**Layout detail**

Region (71, 71) to (91, 91) um. Cells in gray, sequential cells in the stronger gray; small squares are vias.
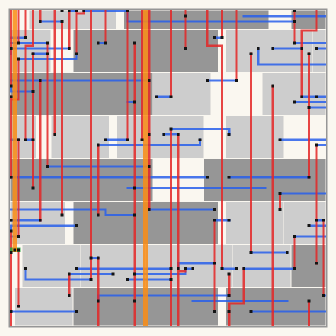
**Cell placement**

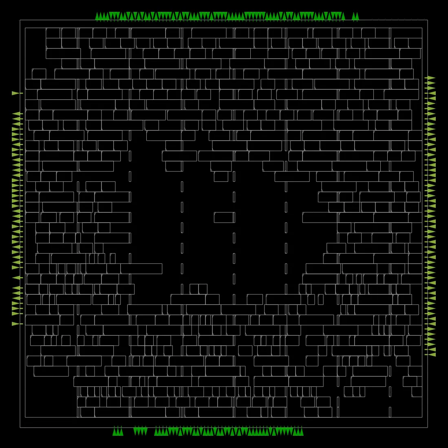
**Pin map**

Bar = 20 um. Pins as bars across the die edge, other pins in gray.
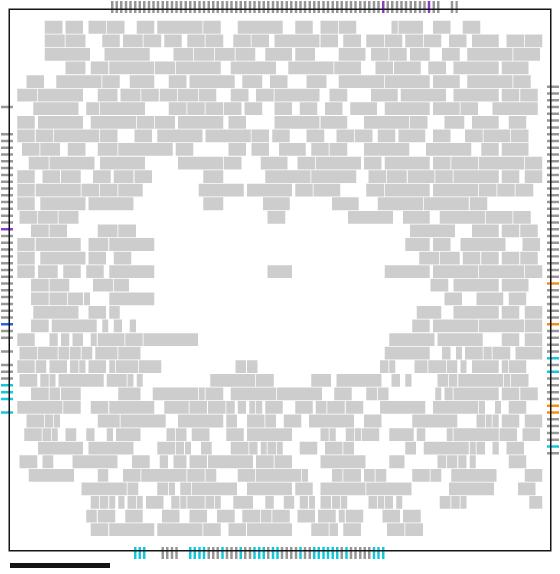
==> config.mk <==
export PLATFORM = sky130hd
export DESIGN_NAME = apb_master_bridge
export DESIGN_NICKNAME = d
export VERILOG_FILES = /design/src/rtl/apb_pkg.sv /design/src/rtl/apb_master_bridge.sv
export SDC_FILE = /design/constraint.sdc
export NUM_CORES = 1
export LEC_CHECK = 0
export CORE_UTILIZATION = 40
export DETAILED_ROUTE_END_ITERATION = 7
export MAX_ROUTING_LAYER = met4
export PLACE_DENSITY = 0.9
export SYNTH_ARGS = -nofsm -noshare
export SYNTH_HDL_FRONTEND = slang
export SYNTH_SLANG_ARGS = --single-unit
==> constraint.sdc <==
create_clock -name clk_i -period 4.99 [get_ports clk_i]
set_clock_uncertainty 0.05 [all_clocks]
set_input_delay 0.998 -clock clk_i [delete_from_list [all_inputs] [get_ports clk_i]]
set_output_delay 0.998 -clock clk_i [all_outputs]
set_load 0.02 [all_outputs]
==> flow_summary_export.csv <==
group,metric,value,unit
run_status,status,"finished clean",
synthesis,top_area_cell,"dfrtp_1",
grt,grt_first_pass_wirelength,17.4,mm
critical_path,crit_slowest_cell,"dfrtp_1",
grt,grt-ovfl-total,0,
power,ir_drop,0.403,mV
grt,grt_max_degree,77,
finish,layout_top_cells,"clkdlybuf4s50_1, dfrtp_1, nand2_1, o21ai_0, mux2_2",
critical_path,ff2ff_path_depth,4,
clock_tree,ctsHoldBuffers,0,
sta,fin_crit_sh,60.4,%
place,hpwl,8.15,mm
sta,whs,0.437,ns
critical_path,r2r_slack,2.70,ns
sta,fin_setup_tns,0,ns
job,tool_warnings,31,
place,gp_congestion,0.758,
finish,fin_cells,691,
place,placed_cell_area,6770,um^2
synthesis,ys_cells,335,
critical_path,critPathMaxFanout,34,
sta,tightestPinTransition,1.16,ns
critical_path,path_buffers,1,
clock_tree,clockBufferDepth,2,
routing,routedWlPerCell,16.0,um
synthesis,ys_types,22,
finish,syn_to_final_growth,54.7,%
floorplanning,rows,38,
finish,nets,663,
routing,first_iter_violations,150,
synthesis,ys_warn_count,0,
synthesis,syn-cell-area,4510,um^2
floorplanning,io_pins,219,
routing,antenna_left,0,
synthesis,ys.flops,110,
place,dpl.cell_count,676,
power,leakagePower,3.07,nW
routing,route.detailed.drc,0,
grt,antenna_found_initial,0,
floorplanning,core-area,10900,um^2
critical_path,cp.arrival,1.97,ns
synthesis,netlist_instances,335,
hold_path,hold_depth,2,
clock_tree,cts_tree,"done",
routing,drt_pass1_iterations,4,
grt,grt_pass1_vias,3490,
synthesis,ys_area,4510,um^2
Notes on 'layout detail' above:
M3 -> green
M2 -> red
M4 -> orange
M1 -> blue
sequential cells in the window = 7
cells with their middle in the window = 20
most frequent = clkdlybuf4s50_1 (8), dfrtp_1 (7), mux2_4 (3)

Notes on 'cell placement' above:
post-layout util: 64.1%
n_taps: 140

Notes on 'pin map' above:
req_strb_i -> orange  # pins 4, direction input, edge right
req_ready_o -> blue  # pins 1, direction output, edge left
prdata_i -> cyan  # pins 32, direction input, edge 25 bottom, 4 left, 3 right
req_prot_i -> purple  # pins 3, direction input, edge 2 top, 1 left
all pins by edge = 74 top, 55 right, 50 bottom, 40 left
DIE WIDTH: 108 um
PortBufs: 218
Chip Height: 108 um

[synthesized netlist by cell type, drive strengths merged]
master	number
dfrtp	110
mux2	70
nand2	44
o21ai	38
nand2b	33
buf	13
ha	6
clkbuf	5
inv	5
a221oi	2
mux2i	2
a21oi	1
a22o	1
nand3	1
nor2	1
nor2b	1
o22ai	1
or2	1
[routing by layer]
| layer | vias to the layer above | part of all wire (%) | track usage [%] |
|---|---|---|---|
| li1 | 1538 | - | - |
| met1 | 1570 | 39 | 22.9 |
| met2 | 125 | 52 | 34.1 |
| met3 | 26 | 5.2 | 3.68 |
| met4 | 0 | 3.3 | 10.4 |
| met5 | - | 0 | - |
[power breakdown]
group	internal [mW]	total, mW	switching (mW)
combinational	1.30	2.41	1.11
sequential	1.33	1.59	0.266
clock	0.282	0.580	0.298
total	2.91	4.58	1.67
[cell type report]
cell class	count	area [um^2]
sequential	110	2750
inverter	5	18.8
clock inverter	5	83.8
tap	140	175
fill	819	3910
clock buffer	10	128
timing repair buffer	219	2190
multi-input combinational	202	1630
[tightest hold or removal path: cells and delay by family (launching register included)]
kind | cells | cell delay, ns
flip-flops | 1 | 0.35
AND-OR/OR-AND | 1 | 0.06
AND/OR/NAND/NOR | 1 | 0.05
[stage by stage]
step	utilization, %	worst slack (ns)
5_1_grt	64.1	1.81
4_1_cts	64.1	1.91
6_report	64.1	1.97
3_3_place_gp	62.1	2.06
3_5_place_dp	62.1	1.97
2_1_floorplan	-	3.11
[kinds of logic (layout without fill, tap and decap cells)]
group                      Yosys count  count (layout)  share of synthesized area (%)
DFF                                110             110                           61.0
and+or+nand+nor                     81              81                           8.71
muxes                               72              72                           20.4
AOI/OAI and AO/OA                   43              43                           5.19
buffers and inverters               23             239                           2.97
adders and majority gates            6               6                           1.66
Power is estimated from default activity; no workload was simulated.
